**src/rtl/fht_pkg.sv**
```systemverilog
// Shared constants, state encoding and bit-reversal helper for the FHT datapath.
package fht_pkg;

  localparam int FHT_N_BIT = 10;
  localparam int FHT_A_BIT = 8;
  localparam int FHT_D_BIT = 16;
  localparam int FHT_BANKS = 4;

  typedef enum logic [2:0] {
    ST_IDLE  = 3'd0,
    ST_LOAD  = 3'd1,
    ST_FLUSH = 3'd2,
    ST_START = 3'd3,
    ST_ACK   = 3'd4,
    ST_BUSY  = 3'd5
  } fht_state_e;

  function automatic logic [FHT_N_BIT-1:0] bitrev(input logic [FHT_N_BIT-1:0] v);
    logic [FHT_N_BIT-1:0] r;
    for (int i = 0; i < FHT_N_BIT; i++) begin
      r[i] = v[FHT_N_BIT-1-i];
    end
    return r;
  endfunction

endpackage

```
**src/rtl/fht_bitrev.sv**
```systemverilog
// Combinational N_BIT bit reversal; shared by the loader and the output unloader.
module fht_bitrev
  import fht_pkg::*;
#(
  parameter int N_BIT = FHT_N_BIT
) (
  input  logic [N_BIT-1:0] idx,
  output logic [N_BIT-1:0] rev
);

  always_comb begin
    rev = '0;
    for (int i = 0; i < N_BIT; i++) begin
      rev[i] = idx[N_BIT-1-i];
    end
  end

endmodule

```
**src/rtl/fht_loader.sv**
```systemverilog
// Frame loader: writes a 1024-sample stream into four banks in bit-reversed order
// and hands the frame to the FHT controller with a one-cycle start pulse.
module fht_loader
  import fht_pkg::*;
#(
  parameter int N_BIT = FHT_N_BIT,
  parameter int A_BIT = FHT_A_BIT,
  parameter int D_BIT = FHT_D_BIT
) (
  input  logic             iCLK,
  input  logic             iRESET,
  input  logic             iCLR,
  input  logic [D_BIT-1:0] iDATA,
  input  logic             iVALID,
  output logic             oREADY,
  input  logic             iFHT_RDY,
  output logic             oLOAD_ACT,
  output logic [A_BIT-1:0] oADDR_WR,
  output logic [D_BIT-1:0] oDATA,
  output logic             oWE_0,
  output logic             oWE_1,
  output logic             oWE_2,
  output logic             oWE_3,
  output logic             oSTART,
  output logic [N_BIT-1:0] oCNT,
  output logic [2:0]       oSTATE
);

  // Handshake: a sample is taken on a rising edge where iVALID and oREADY are
  // both high; oREADY comes from a register only, so it never depends on iVALID.

  fht_state_e       state;
  logic [N_BIT-1:0] rev;
  logic [3:0]       we;
  logic             accept;
  logic             last;

  fht_bitrev #(.N_BIT(N_BIT)) u_bitrev (
    .idx (oCNT),
    .rev (rev)
  );

  // iCLR has priority over an accept in the same cycle
  assign accept = (state == ST_LOAD) && iVALID && !iCLR;
  assign last   = (oCNT == {N_BIT{1'b1}});

  assign oWE_0  = we[0];
  assign oWE_1  = we[1];
  assign oWE_2  = we[2];
  assign oWE_3  = we[3];
  assign oSTATE = state;

  always_ff @(posedge iCLK or posedge iRESET) begin
    if (iRESET) begin
      state     <= ST_IDLE;
      oREADY    <= 1'b0;
      oLOAD_ACT <= 1'b0;
      oSTART    <= 1'b0;
      oADDR_WR  <= '0;
      oDATA     <= '0;
      oCNT      <= '0;
      we        <= '0;
    end else begin
      we <= '0;
      if (iCLR) begin
        state     <= ST_IDLE;
        oCNT      <= '0;
        oREADY    <= 1'b0;
        oLOAD_ACT <= 1'b0;
        oSTART    <= 1'b0;
      end else begin
        if (accept) begin
          oDATA    <= iDATA;
          oADDR_WR <= rev[N_BIT-1:2];
          we       <= 4'b0001 << rev[1:0];
          oCNT     <= oCNT + 1'b1;
        end
        case (state)
          ST_IDLE: begin
            if (iFHT_RDY) begin
              state     <= ST_LOAD;
              oREADY    <= 1'b1;
              oLOAD_ACT <= 1'b1;
            end
          end
          ST_LOAD: begin
            if (accept && last) begin
              state  <= ST_FLUSH;
              oREADY <= 1'b0;
            end
          end
          ST_FLUSH: begin
            state     <= ST_START;
            oLOAD_ACT <= 1'b0;
            oSTART    <= 1'b1;
          end
          ST_START: begin
            state  <= ST_ACK;
            oSTART <= 1'b0;
          end
          ST_ACK: begin
            if (!iFHT_RDY) state <= ST_BUSY;
          end
          ST_BUSY: begin
            if (iFHT_RDY) begin
              state     <= ST_LOAD;
              oREADY    <= 1'b1;
              oLOAD_ACT <= 1'b1;
            end
          end
          default: begin
            state     <= ST_IDLE;
            oREADY    <= 1'b0;
            oLOAD_ACT <= 1'b0;
            oSTART    <= 1'b0;
          end
        endcase
      end
    end
  end

endmodule
```
**config.mk**
```make
export PLATFORM = sky130hd
export DESIGN_NAME = fht_loader
export DESIGN_NICKNAME = d
export VERILOG_FILES = /design/src/rtl/fht_pkg.sv /design/src/rtl/fht_bitrev.sv /design/src/rtl/fht_loader.sv
export SDC_FILE = /design/constraint.sdc
export NUM_CORES = 1
export LEC_CHECK = 0
export CAP_MARGIN = 40
export CORE_UTILIZATION = 45
export DETAILED_ROUTE_END_ITERATION = 16
export GPL_TIMING_DRIVEN = 0
export PLACE_DENSITY = 0.8
export SETUP_SLACK_MARGIN = 0.02
export SLEW_MARGIN = 20
export SYNTH_ARGS = -nofsm -noshare
export SYNTH_HDL_FRONTEND = slang
export SYNTH_SLANG_ARGS = --single-unit
```
**constraint.sdc**
```tcl
create_clock -name iCLK -period 2.75 [get_ports iCLK]
set_input_delay 0.4125 -clock iCLK [delete_from_list [all_inputs] [get_ports iCLK]]
set_output_delay 0.4125 -clock iCLK [all_outputs]
set_load 0.02 [all_outputs]
```
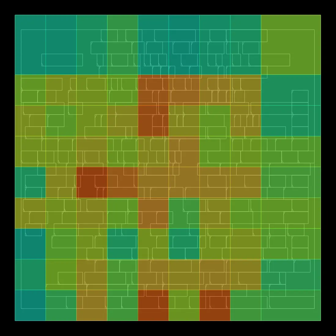
(run_1/congestion.png)
met3 Track Usage GR: 4.93%
grt peak-use layer: met2
drt wl/cell: 14.4 µm
met1 Track Usage GR: 25.9%
routing usage on met2: 29.5%

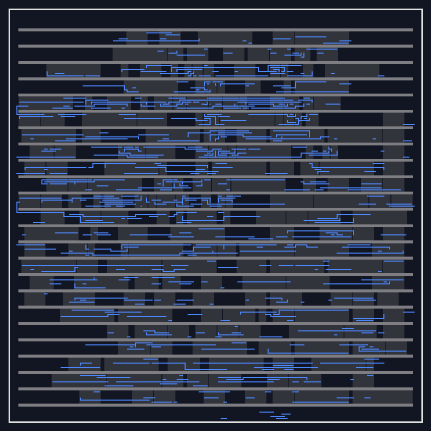
(run_1/layer_met1.png)
Drawn at 6 px/µm. Supply wires on this layer in gray. Cells faint in the background.
main direction: horizontal
nets with wire on the layer: 216
DR vias: 1391
WL final: 3.91 mm

==> impl_metrics.csv, run 1 <==
group,metric,value,unit
layout,area.growth.synth_to_final,40.7,%
worst_setup_path,path_delay_family,"buffers and inverters",
worst_setup_path,startpoint,"iVALID",
power,seq_cell_power,0.762,mW
worst_hold_path,worstHoldPathType,"input pin to flop",
logic_synthesis,syn-mean-instance-area,13.4,µm²
layout,layout_top_cell,"clkdlybuf4s50_1",
layout,largest-register,"oDATA",
power,peakVddDrop,0.000279,V
layout,fin_area,2810,µm²
floorplanning,fp.dieH,68.6,µm
timing,tightest_slew,0.506,ns
power,switching_share,26.2,%
place,portBuffers,63,
cts,h-tree-depth,2,
drt,first_iter_violations,63,
logic_synthesis,yosys-stat-area,1990,µm²
job,maxCapViolations,0,
logic_synthesis,netlist_area,1990,µm²
cts,root_buffer,"clkbuf_8",
status,status,"complete, no violations",
worst_setup_path,path_cells,"clkdlybuf4s50_1 > nor4bb_4 > buf_6 > nor2b_4 > buf_12 > buf_12 > mux2_4",
worst_setup_path,cp.required,2.92,ns
layout,layout.cells.non_filler,271,
timing,min_period,2.02,ns
logic_synthesis,yosysWarningCount,0,
worst_setup_path,slowest_delay,0.52,ns
cts,postCtsHoldBufs,0,
floorplanning,coreArea,4120,µm²
worst_setup_path,endpoint,"oDATA[11]$_DFFE_PP0P_",
power,seqPwrFrac,47.5,%
timing,finalSetupTns,0,ns
cts,cts.sinks,44,
worst_setup_path,cp-start-kind,"input pin",
cts,cts_buffers,5,
timing,setup_slack,0.732,ns
logic_synthesis,synthAoiAreaFrac,3.26,%
logic_synthesis,ys_cells,149,
worst_setup_path,cp-end-kind,"flop",
worst_setup_path,cp.arrival,2.18,ns
grt,grt_max_degree,24,
floorplanning,nWellTaps,50,
layout,top_regs,"oDATA: 16 flops, oCNT: 10 flops, oADDR_WR: 8 flops",
drt,wl_met3,220,µm
power,power_combinational,0.446,mW
drt,dr_wl_met2,1.86,mm
layout,logic_area,788,µm²
timing,hold_viol_final,0,
layout,clk_share,3.21,%
logic_synthesis,synth-seq-cells,44,
job,warnings,26,
floorplanning,die_w,68.6,µm
worst_setup_path,critPathMaxFanout,10,
layout,nMultiInputCombCells,94,
timing,fin_crit_sh,73.4,%
logic_synthesis,syn-instance-count,149,
grt,grt_pass1_wl,6.45,mm
logic_synthesis,top_cells_by_area,"dfrtp_1 (55%), mux2_4 (12%), mux2_2 (4.5%)",
drt,drtPass1Iterations,4,
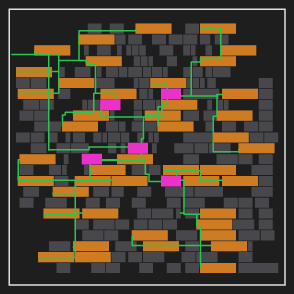
(run_1/clk_routes.png)
Drawn at 4 px/µm.
[clock wires] green | length: 461 µm
[flip-flops] orange | count: 44
[clock drivers] magenta | count: 5
flops lie: widely spread
routed clock nets: 6
Clk network pwr share: 24.7%
clock group total power: 0.396 mW
worst-skew pair later-pin latency: 0.28 ns
final worst clock skew: 0.00672 ns

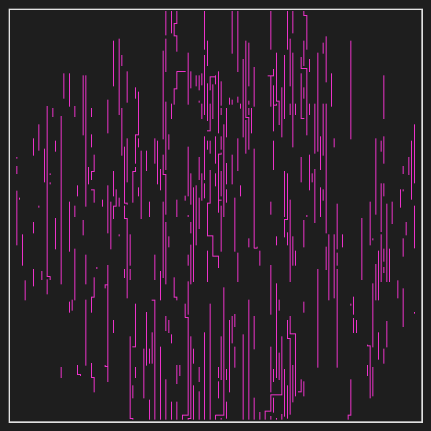
(run_1/layer_met2.png)
Drawn at 6 px/µm.
main direction: vertical
wire length on this layer: 1860 µm
share of all routed wire: 47%
longest straight run: 28.4 µm
nets with wire on the layer: 212

==> inputs of run 2 (changes only) <==
Clock period 2.75 ns to 1.9 ns, I/O delays scaled along.
==> run 2 against run 1 <==
  * Final area increased by 0.27%
  * Clock skew shrank 0.0025 ns
  * Via count up 0.29%
  * Die size did not move
  * Critical path depth did not move
  * Largest power group unchanged
==> impl_metrics.csv, run 2 <==
group,metric,value,unit
status,status,"complete, no violations",
timing,finalSetupTns,0,ns
power,seq_cell_power,1.10,mW
worst_setup_path,path_delay_family,"buffers and inverters",
logic_synthesis,yosysWarningCount,0,
layout,layout.cells.non_filler,272,
place,portBuffers,63,
logic_synthesis,ys.flop_type,"dfrtp_1",
logic_synthesis,netlist_area,1990,µm²
grt,grt_pass1_vias,1361,
logic_synthesis,ys_cells,149,
job,maxCapViolations,0,
timing,setup_slack,0.0837,ns
layout,largest-register,"oDATA",
layout,fin_area,2810,µm²
layout,nets,243,
timing,hold_viol_final,0,
floorplanning,nWellTaps,50,
worst_setup_path,cp-end-kind,"flop",
worst_hold_path,worstHoldPathType,"input pin to flop",
timing,fin_crit_sh,95.6,%
cts,cts_tree,"built",
drt,first_iter_violations,63,
logic_synthesis,synthAoiAreaFrac,3.26,%
grt,grt_max_degree,24,
job,warnings,26,
worst_setup_path,cp.arrival,1.98,ns
place,gp_congestion,0.773,
floorplanning,fp.dieH,68.6,µm
timing,tightest_slew,0.511,ns
grt,gr-usage-met3,4.93,%
logic_synthesis,ys_sh_simple,13.6,%
grt,grt_pass1_wl,6.44,mm
cts,cts_buffers,5,
floorplanning,coreArea,4120,µm²
worst_setup_path,path_cells,"clkdlybuf4s50_1 > nor4bb_4 > buf_6 > nor2b_4 > buf_12 > buf_12 > mux2_4",
power,peakVddDrop,0.000406,V
logic_synthesis,synth-seq-cells,44,
worst_setup_path,slowest_delay,0.52,ns
power,seqPwrFrac,47.4,%
layout,nMultiInputCombCells,94,
floorplanning,die_w,68.6,µm
layout,clk_share,3.20,%
power,power_combinational,0.648,mW
layout,layout_top_cell,"clkdlybuf4s50_1",
cts,root_buffer,"clkbuf_8",
timing,min_period,1.82,ns
layout,logic_area,788,µm²
drt,drtPass1Iterations,6,
logic_synthesis,syn-instance-count,149,
worst_setup_path,endpoint,"oDATA[11]$_DFFE_PP0P_",
logic_synthesis,yosys-stat-area,1990,µm²
cts,cts.sinks,44,
cts,clock_latency,0.28,ns
drt,dr_wl_met2,1.86,mm
drt,wl_met3,205,µm
layout,top_regs,"oDATA: 16 flops, oCNT: 10 flops, oADDR_WR: 8 flops",
power,combPwrFrac,27.8,%
logic_synthesis,top_cells_by_area,"dfrtp_1 (55%), mux2_4 (12%), mux2_2 (4.5%)",
logic_synthesis,syn-mean-instance-area,13.4,µm²
layout,area.growth.synth_to_final,41.0,%
power,switching_share,26.3,%
grt,gr-max-usage-layer,"met2",
timing,skew,0.00423,ns
cts,postCtsHoldBufs,0,
worst_setup_path,cp-start-kind,"input pin",
worst_setup_path,critPathMaxFanout,10,
cts,h-tree-depth,2,
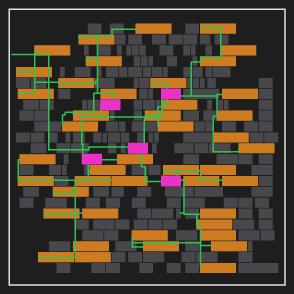
(run_2/clk_routes.png)
Drawn at 4 px/µm.
[clock drivers] magenta | count: 5
[flip-flops] orange | count: 44
[clock wires] green | length: 459 µm
flops lie: widely spread
Clk network pwr share: 24.8%
clock group total power: 0.577 mW

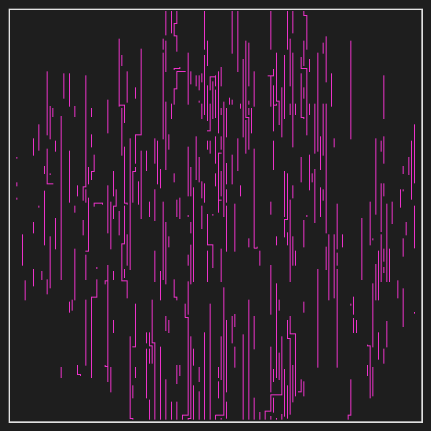
(run_2/layer_met2.png)
Drawn at 6 px/µm.
share of all routed wire: 47%
longest straight run: 27.2 µm
wire length on this layer: 1860 µm
nets with wire on the layer: 213
WL final: 3.93 mm
DR vias: 1395
routing usage on met2: 29.8%

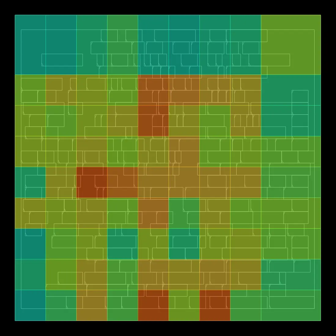
(run_2/congestion.png)
final core utilization: 68.3%
met1 Track Usage GR: 25.7%
drt wl/cell: 14.4 µm
total track usage: 18.9%

Power figures rest on the tool's default switching activity, not on a simulated workload.
